run_1/metal_stack.png
Scale: 3 px per um. Only two layers are drawn.
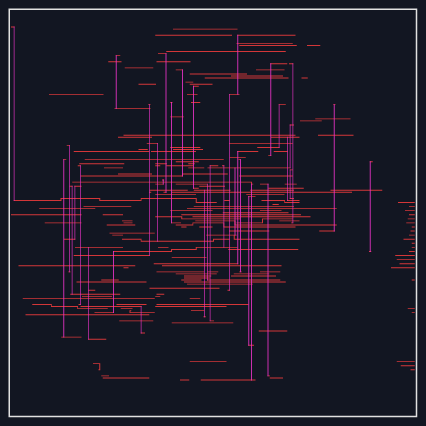
run_1/pdn.png
Scale: 3 px per um. Pins as bars on the die edge.
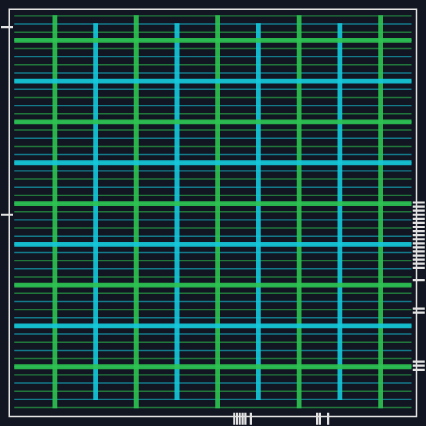
run_1/clock_map.png
Scale: 4 px per um.
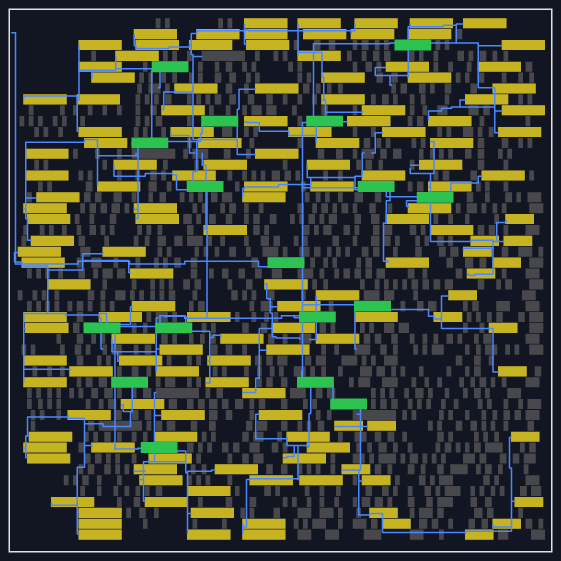
==> src/rtl/display_buffer.sv <==
// Character buffer for the segmented display: cursor-driven writes, scroll on overflow,
// blanking sweep on clear, caret substitution on the scan read port.
// Build option: define DISPLAY_BUFFER_WRAP_EN to wrap the cursor instead of scrolling.
module display_buffer #(
    parameter int                DATA_W    = 8,
    parameter int                DEPTH     = 16,
    parameter int                ADDR_W    = 4,
    parameter logic [DATA_W-1:0] CARET_CHR = 8'h5F,
    parameter logic [DATA_W-1:0] BLANK_CHR = 8'h20
) (
    input  logic              i_clk,
    input  logic              i_rst,
    input  logic              i_wr_valid,
    input  logic [1:0]        i_wr_cmd,
    input  logic [DATA_W-1:0] i_wr_data,
    output logic              o_wr_ready,
    input  logic              i_rd_en,
    input  logic [ADDR_W-1:0] i_rd_addr,
    input  logic              i_caret_strobe,
    output logic [DATA_W-1:0] o_rd_data,
    output logic              o_rd_valid,
    output logic [ADDR_W-1:0] o_cursor,
    output logic              o_full
);

    typedef enum logic {IDLE, CLEAR} state_t;

    localparam logic [ADDR_W-1:0] LAST    = ADDR_W'(DEPTH - 1);
    localparam logic [ADDR_W:0]   CNT_END = (ADDR_W + 1)'(DEPTH);

    localparam logic [1:0] CMD_CHAR = 2'b00;
    localparam logic [1:0] CMD_BS   = 2'b01;
    localparam logic [1:0] CMD_CLR  = 2'b10;
    localparam logic [1:0] CMD_HOME = 2'b11;

    state_t              state_q, state_d;
    logic [ADDR_W-1:0]   cursor_q, cursor_d;
    logic                full_q, full_d;
    logic [ADDR_W:0]     clr_cnt_q, clr_cnt_d;
    logic [DATA_W-1:0]   rd_data_q, rd_data_d;
    logic                rd_valid_q;
    logic [DATA_W-1:0]   mem_q [DEPTH];

    logic                wr_en;
    logic [ADDR_W-1:0]   wr_addr;
    logic [DATA_W-1:0]   wr_val;
    logic                shift_en;
    logic                caret_hit;

    // Sweep counter runs one past the last cell so the hand-back to IDLE gets its own cycle.
    always_comb begin
        state_d    = state_q;
        cursor_d   = cursor_q;
        full_d     = full_q;
        clr_cnt_d  = clr_cnt_q;
        wr_en      = 1'b0;
        wr_addr    = '0;
        wr_val     = BLANK_CHR;
        shift_en   = 1'b0;
        o_wr_ready = 1'b0;
        case (state_q)
            CLEAR: begin
                if (clr_cnt_q == CNT_END) begin
                    state_d  = IDLE;
                    cursor_d = '0;
                    full_d   = 1'b0;
                end else begin
                    wr_en     = 1'b1;
                    wr_addr   = clr_cnt_q[ADDR_W-1:0];
                    clr_cnt_d = clr_cnt_q + 1'b1;
                end
            end
            default: begin
                o_wr_ready = 1'b1;
                if (i_wr_valid) begin
                    case (i_wr_cmd)
                        CMD_CHAR: begin
                            wr_val = i_wr_data;
`ifdef DISPLAY_BUFFER_WRAP_EN
                            wr_en    = 1'b1;
                            wr_addr  = cursor_q;
                            cursor_d = (cursor_q == LAST) ? '0 : cursor_q + ADDR_W'(1);
`else
                            if (full_q) begin
                                shift_en = 1'b1;
                            end else if (cursor_q != LAST) begin
                                wr_en    = 1'b1;
                                wr_addr  = cursor_q;
                                cursor_d = cursor_q + ADDR_W'(1);
                            end else begin
                                wr_en   = 1'b1;
                                wr_addr = LAST;
                                full_d  = 1'b1;
                            end
`endif
                        end
                        CMD_BS: begin
`ifdef DISPLAY_BUFFER_WRAP_EN
                            wr_en    = 1'b1;
                            cursor_d = (cursor_q == '0) ? LAST : cursor_q - ADDR_W'(1);
                            wr_addr  = cursor_d;
`else
                            if (full_q) begin
                                wr_en   = 1'b1;
                                wr_addr = LAST;
                                full_d  = 1'b0;
                            end else if (cursor_q != '0) begin
                                wr_en    = 1'b1;
                                cursor_d = cursor_q - ADDR_W'(1);
                                wr_addr  = cursor_d;
                            end
`endif
                        end
                        CMD_CLR: begin
                            state_d   = CLEAR;
                            clr_cnt_d = '0;
                        end
                        CMD_HOME: begin
                            cursor_d = '0;
                            full_d   = 1'b0;
                        end
                        default: ;
                    endcase
                end
            end
        endcase
    end

    // Caret follows the cursor, or sits on the last cell while scrolling is armed.
    assign caret_hit = (state_q == IDLE) && !i_caret_strobe &&
                       (full_q ? (i_rd_addr == LAST) : (i_rd_addr == cursor_q));

    always_comb begin
        rd_data_d = rd_data_q;
        if (i_rd_en) begin
            if ({1'b0, i_rd_addr} >= CNT_END) begin
                rd_data_d = BLANK_CHR;
            end else if (caret_hit) begin
                rd_data_d = CARET_CHR;
            end else begin
                rd_data_d = mem_q[i_rd_addr];
            end
        end
    end

    always_ff @(posedge i_clk) begin
        if (i_rst) begin
            state_q    <= CLEAR;
            clr_cnt_q  <= '0;
            cursor_q   <= '0;
            full_q     <= 1'b0;
            rd_data_q  <= '0;
            rd_valid_q <= 1'b0;
        end else begin
            state_q    <= state_d;
            clr_cnt_q  <= clr_cnt_d;
            cursor_q   <= cursor_d;
            full_q     <= full_d;
            rd_data_q  <= rd_data_d;
            rd_valid_q <= i_rd_en;
        end
    end

    always_ff @(posedge i_clk) begin
        if (!i_rst) begin
            if (shift_en) begin
                for (int i = 0; i < DEPTH - 1; i++) begin
                    mem_q[i] <= mem_q[i+1];
                end
                mem_q[DEPTH-1] <= wr_val;
            end else if (wr_en) begin
                mem_q[wr_addr] <= wr_val;
            end
        end
    end

    assign o_rd_data  = rd_data_q;
    assign o_rd_valid = rd_valid_q;
    assign o_cursor   = cursor_q;
`ifdef DISPLAY_BUFFER_WRAP_EN
    assign o_full     = 1'b0;
`else
    assign o_full     = full_q;
`endif

endmodule

==> config.mk <==
export PLATFORM = sky130hd
export DESIGN_NAME = display_buffer
export DESIGN_NICKNAME = d
export VERILOG_FILES = /design/src/rtl/display_buffer.sv
export SDC_FILE = /design/constraint.sdc
export NUM_CORES = 1
export LEC_CHECK = 0
export ABC_AREA = 1
export CAP_MARGIN = 10
export CELL_PAD_IN_SITES_DETAIL_PLACEMENT = 1
export CELL_PAD_IN_SITES_GLOBAL_PLACEMENT = 1
export CORE_UTILIZATION = 46
export CTS_BUF_LIST = sky130_fd_sc_hd__clkbuf_16
export DETAILED_ROUTE_END_ITERATION = 6
export GPL_TIMING_DRIVEN = 0
export PLACE_DENSITY_LB_ADDON = 0.2
export SLEW_MARGIN = 10
export SYNTH_ARGS = -nofsm -noshare
export SYNTH_HDL_FRONTEND = slang
export SYNTH_SLANG_ARGS = --single-unit
==> constraint.sdc <==
create_clock -name i_clk -period 3.15 [get_ports i_clk]
set_input_delay 0.315 -clock i_clk [delete_from_list [all_inputs] [get_ports i_clk]]
set_output_delay 0.315 -clock i_clk [all_outputs]
set_load 0.05 [all_outputs]
==> flow_summary.json, run 1 <==
{
  "gr-total-overflow": 0,
  "design.final.nets": 1102,
  "cts.repair_timing.setup_buffer_count": 0,
  "routed_wl_um": 30500,
  "openroad.warnings": 28,
  "rows": 48,
  "netlist_logic_family_top": "simple AND/OR/NAND/NOR gates",
  "gr-max-usage-layer": "met2",
  "ys_dominant_reg_cell": "sky130_fd_sc_hd__edfxtp_1",
  "critical-path-top-cell-by-count": "sky130_fd_sc_hd__nand2_1",
  "worst_setup_path_startpoint": "o_cursor[0]",
  "logic_gates": 801,
  "switching_share_pct": 24.8,
  "seq_power_share_pct": 44.2,
  "layout.clock.cell_area_share_pct": 6.92,
  "power_density_nw_per_um2": 518,
  "fillerInstances": 2137,
  "cpMaxStageDelayCell": "sky130_fd_sc_hd__dfxtp_1",
  "finish.utilization_pct": 54.6,
  "timing.critical_path.max_delay_family": "simple AND/OR/NAND/NOR gates",
  "enable_flop_cells": 128,
  "netlist-cell-type-count": 27,
  "numCtsBuffers": 17,
  "top_cells_by_count": "sky130_fd_sc_hd__nand2_1 (399), sky130_fd_sc_hd__nand3_1 (139), sky130_fd_sc_hd__edfxtp_1 (128), sky130_fd_sc_hd__nor2_1 (108), sky130_fd_sc_hd__o21ai_0 (69)",
  "synth.top_cell.area_share_pct": 47.1,
  "reg2reg_setup_slack_ps": 140,
  "synth.yosys.num_cells": 1031,
  "final-instance-count-excl-fill": 1317,
  "core_util_floorplan_pct": 47.2,
  "post_cts_repair_resize_count": 0,
  "post_synthesis_share_of_cell_area_spent_on_xor_and_xnor_gates_pct": 0.644,
  "grt_pass1_vias": 7791,
  "power.ir.vdd_worst_mv": 0.410,
  "clkTransAtPathRegs_ps": 60,
  "max_flop_register": "mem_q",
  "final-max-slew-violation-count": 0,
  "antenna_found_initial": 0,
  "chip_area_sq_um": 18300,
  "gp_routability_congestion": 1.04,
  "hold_path_end": "o_full",
  "critPathKind": "register to register",
  "chip_area_yosys_sq_um": 8170,
  "arrival_ps": 3120,
  "global_route_wire_length_before_repair_um": 45900,
  "p_clk_share_pct": 46.8,
  "max_fanout_on_critical_path": 9,
  "dp_hpwl_um": 21900,
  "synth.ff_latch_count": 148,
  "clock_buffers": 17,
  "reg2reg_depth": 11,
  "postRouteAntennaNets": 0,
  "global_route.usage.total_pct": 35.0,
  "worst_hold_startpoint": "i_wr_cmd[0]",
  "outcome": "finished clean",
  "signal_buffers": 85,
  "largest_register_ff_count": 128,
  "tritoncts_num_sinks": 148,
  "cells_taking_the_most_area_after_synthesis": "sky130_fd_sc_hd__edfxtp_1 (47%), sky130_fd_sc_hd__nand2_1 (18%), sky130_fd_sc_hd__nand3_1 (8.5%)",
  "seq_area_share_pct": 45.0,
  "placed_cells": 1285,
  "yosys_warnings": 0,
  "final.period_utilization_pct": 95.5,
  "pre_cts_ws_ps": -186,
  "period_needed_ps": 3010,
  "synth_area_leader_cell": "sky130_fd_sc_hd__edfxtp_1",
  "ys_sh_adder_pct": 0.613,
  "worstSetupEndpoint": "mem_q[4][6]",
  "tap-cell-count": 225,
  "die_h_um": 135,
  "max_cap_violations": 0,
  "avgSynthCellArea_sq_um": 7.92,
  "async_flop_share_pct": 0,
  "drive_gt1_share_pct": 9.16,
  "mi_logic_area_sq_um": 3610,
  "ctsLongestPathBuffers": 2,
  "clk_root_buffer_cell": "sky130_fd_sc_hd__clkbuf_16",
  "use_met3_pct": 7.56,
  "clock.fmax_mhz": 332,
  "floorplan.io_pins": 34,
  "yosys.cell_count.top_type": "sky130_fd_sc_hd__nand2_1",
  "diodes": 0,
  "drt_drc_violations_left": 0,
  "area.share.combinational_pct": 38.3,
  "critical_path.cell_chain": "inv_1, ha_1, nand3_1, nand2_1, inv_1, nor2_1, nor2_2, nand2_1, nor2_4, nand2_1, nand2_2",
  "nonClkBufAreaFrac_pct": 5.82,
  "coreArea_sq_um": 17300,
  "cellInternalPower_mw": 3.68,
  "worstHoldPathType": "input pin to register",
  "synth_compound_gate_area_share_pct": 7.54,
  "place.port_buffers": 29,
  "crit-reg2reg-capture": "mem_q[4][6]",
  "start_kind": "register",
  "final_area_sq_um": 9440,
  "postSynthSeqShare_pct": 52.0,
  "synthesized_nets": 1054,
  "synth.cell_area_sq_um": 8170,
  "grt.met1_usage_pct": 44.5,
  "routed_wire_length_per_instance_um": 23.2,
  "leakage_nw": 3.84,
  "dr.first_iter.drc_count": 637,
  "holdWs_ps": 254,
  "regToRegStartpoint": "o_cursor[0]",
  "seq_cells": 148,
  "post_synth_and_or_nand_nor_area_fraction_pct": 34.9,
  "mux_area_share_pct": 0,
  "cts_tree": "done",
  "worstPathRequired_ps": 3270,
  "tns_ps": 0
}
## Picture notes: metal_stack.png
| layer | colour | wire length |
|---|---|---|
| met3 | red | 2520 um |
| met4 | magenta | 1310 um |

## Picture notes: pdn.png
| net | colour |
|---|---|
| VDD | cyan |
| VSS | green |
met4 straps: 9
rows: 48

## Picture notes: clock_map.png
[flip-flops] yellow | count: 148
[cells driving clock nets] green | count: 17
[clock wires] blue | length: 2000 um
routed clock nets: 18
worst skew pair latency: 440 ps
final clock skew: 8.66 ps

[run 1: per-layer routing]
layer  wire length (um)  vias up
li1                   -     3556
met1              12400     3808
met2              14300      369
met3               2520       82
met4               1310        0
met5                  0        -
[run 1: power groups by stage]
stage	combinational, mW	sequential [mW]	clock, mW
after floorplan	0.225	2.23	0
after CTS	0.426	2.16	2.30
after global placement	0.413	2.20	0
final	0.439	2.16	2.29
after detailed placement	0.421	2.20	0
after global routing	0.469	2.16	2.35
[run 1: placed cells by master (no fill, tap or decap), drive strengths merged, types with 22 or more instances in the layout]
cell type	count
o21ai	70
nor2	117
buf	22
clkdlybuf4s50	29
nand2	415
inv	30
clkbuf	51
nand3	140
edfxtp	128
run_1/cell_classes.png
Scale: 2 px per um. Fill, decap, tap and diode cells in grey.
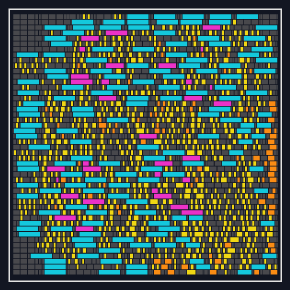

==> run 2: changes to the inputs <==
--- a/config.mk
+++ b/config.mk
@@ -9,6 +9,8 @@
 export CAP_MARGIN = 10
 export CELL_PAD_IN_SITES_DETAIL_PLACEMENT = 1
 export CELL_PAD_IN_SITES_GLOBAL_PLACEMENT = 1
+export CORE_ASPECT_RATIO = 1.75
+export CORE_MARGIN = 3
 export CORE_UTILIZATION = 46
 export CTS_BUF_LIST = sky130_fd_sc_hd__clkbuf_16
 export DETAILED_ROUTE_END_ITERATION = 6
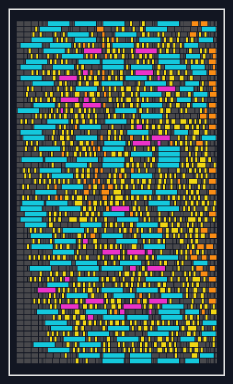
run_2/cell_classes.png
Scale: 2 px per um. Fill, decap, tap and diode cells in grey.
| class | colour | cells |
|---|---|---|
| all other logic | yellow | 827 |
| clock drivers and dummy loads | magenta | 31 |
| flip-flops | cyan | 148 |
| other buffers and delay cells | orange | 85 |
sequential cell area share: 45.6%
number of rows created at floorplan: 63
share of the core filled with cells: 54.2%

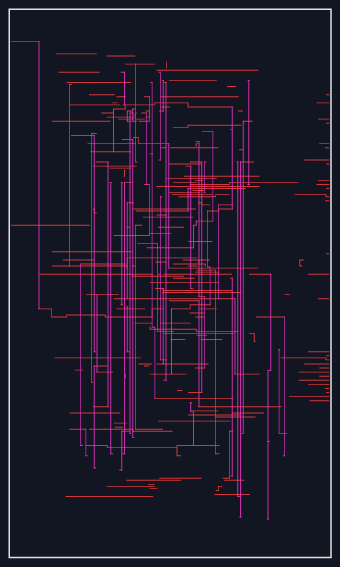
run_2/metal_stack.png
Scale: 3 px per um. Only two layers are drawn.
| layer | colour | wire length |
|---|---|---|
| met3 | red | 2010 um |
| met4 | magenta | 2690 um |
number of vias after detailed routing: 7914
total routing resource utilization after global routing: 33.0%
Avg WL per Cell: 23.8 um
aggregate routed wire length: 31400 um

==> run 2 against run 1 <==
  * Clock power shrank 16%
  * Cell area shrank 1.3%
  * Clock-buffer cell count is the same
  * Register-to-register slack gained 80 ps
  * Critical endpoint is now mem_q[0][4]
  * Power shrank 7.3%
  * Critical path type unchanged
  * Clock skew shrank 1.0 ps
==> flow_summary.json, run 2 <==
{
  "pre_cts_ws_ps": -120,
  "design.final.nets": 1102,
  "openroad.warnings": 28,
  "grt.met1_usage_pct": 34.3,
  "antenna_found_initial": 0,
  "worstPathRequired_ps": 3250,
  "comb_power_mw": 0.443,
  "diodes": 0,
  "tns_ps": 0,
  "area.share.combinational_pct": 38.6,
  "synth_area_leader_cell": "sky130_fd_sc_hd__edfxtp_1",
  "max_cap_violations": 0,
  "coreArea_sq_um": 17200,
  "worst_setup_path_startpoint": "o_cursor[0]",
  "wl_met1_um": 10600,
  "holdWs_ps": 293,
  "post_synth_and_or_nand_nor_area_fraction_pct": 34.9,
  "floorplan.io_pins": 34,
  "critical-path-top-cell-by-count": "sky130_fd_sc_hd__nand2_1",
  "reg2reg_setup_slack_ps": 220,
  "synth_compound_gate_area_share_pct": 7.54,
  "seq_cells": 148,
  "ctsLongestPathBuffers": 2,
  "mi_logic_area_sq_um": 3600,
  "gp_routability_congestion": 0.984,
  "finClkSkew_ps": 7.62,
  "drt_drc_violations_left": 0,
  "netlist_logic_family_top": "simple AND/OR/NAND/NOR gates",
  "postSynthSeqShare_pct": 52.0,
  "max_fanout_on_critical_path": 9,
  "power.ir.vdd_worst_mv": 0.294,
  "reg2reg_depth": 11,
  "final_layout_top_logic_cell": "sky130_fd_sc_hd__nand2_1",
  "crit-reg2reg-capture": "mem_q[0][4]",
  "final_area_sq_um": 9320,
  "signal_buffers": 85,
  "leakage_nw": 3.78,
  "pg_clk_mw": 1.93,
  "clk_root_buffer_cell": "sky130_fd_sc_hd__clkbuf_16",
  "clock_buffers": 17,
  "worst_hold_startpoint": "i_wr_cmd[0]",
  "grt_pass1_vias": 8110,
  "largest_register_ff_count": 128,
  "power_leader": "registers",
  "yosys.cell_count.top_type": "sky130_fd_sc_hd__nand2_1",
  "core_util_floorplan_pct": 47.5,
  "post_cts_repair_resize_count": 0,
  "synthesized_nets": 1054,
  "outcome": "finished clean",
  "regToRegStartpoint": "o_cursor[0]",
  "met3RoutedLength_um": 2010,
  "post_synthesis_share_of_cell_area_spent_on_xor_and_xnor_gates_pct": 0.644,
  "tap-cell-count": 227,
  "synth.yosys.num_cells": 1031,
  "die_h_um": 182,
  "synth.top_cell.area_share_pct": 47.1,
  "p_clk_share_pct": 42.6,
  "hold_path_end": "o_full",
  "dr_wl_met2_um": 16100,
  "enable_flop_cells": 128,
  "fillerInstances": 2183,
  "worstSetupEndpoint": "mem_q[0][4]",
  "ys_sh_adder_pct": 0.613,
  "global_route_wire_length_before_repair_um": 47200,
  "insertion_delay_ps": 430,
  "arrival_ps": 3030,
  "tritoncts_num_sinks": 148,
  "placed_cells": 1287,
  "dr.first_iter.drc_count": 610,
  "async_flop_share_pct": 0,
  "chip_area_sq_um": 19400,
  "critPathKind": "register to register",
  "max_flop_register": "mem_q",
  "chip_area_yosys_sq_um": 8170,
  "dp_hpwl_um": 23300
}
[run 2: netlist changes by cell type in the layout (fill, tap and decap cells not counted)]
cell / previous run / this run
sky130_fd_sc_hd__nand2_1: 385 / 387
sky130_fd_sc_hd__a21oi_1: 16 / 18
sky130_fd_sc_hd__inv_1: 19 / 22
sky130_fd_sc_hd__inv_8: 2 / 0
sky130_fd_sc_hd__clkinvlp_4: 0 / 6
sky130_fd_sc_hd__nand2_2: 30 / 28
sky130_fd_sc_hd__clkinv_1: 3 / 0
sky130_fd_sc_hd__clkinv_2: 0 / 1
sky130_fd_sc_hd__a21oi_2: 2 / 0
sky130_fd_sc_hd__clkinv_4: 3 / 1
sky130_fd_sc_hd__bufinv_16: 5 / 1
Power figures rest on the tool's default switching activity, not on a simulated workload.
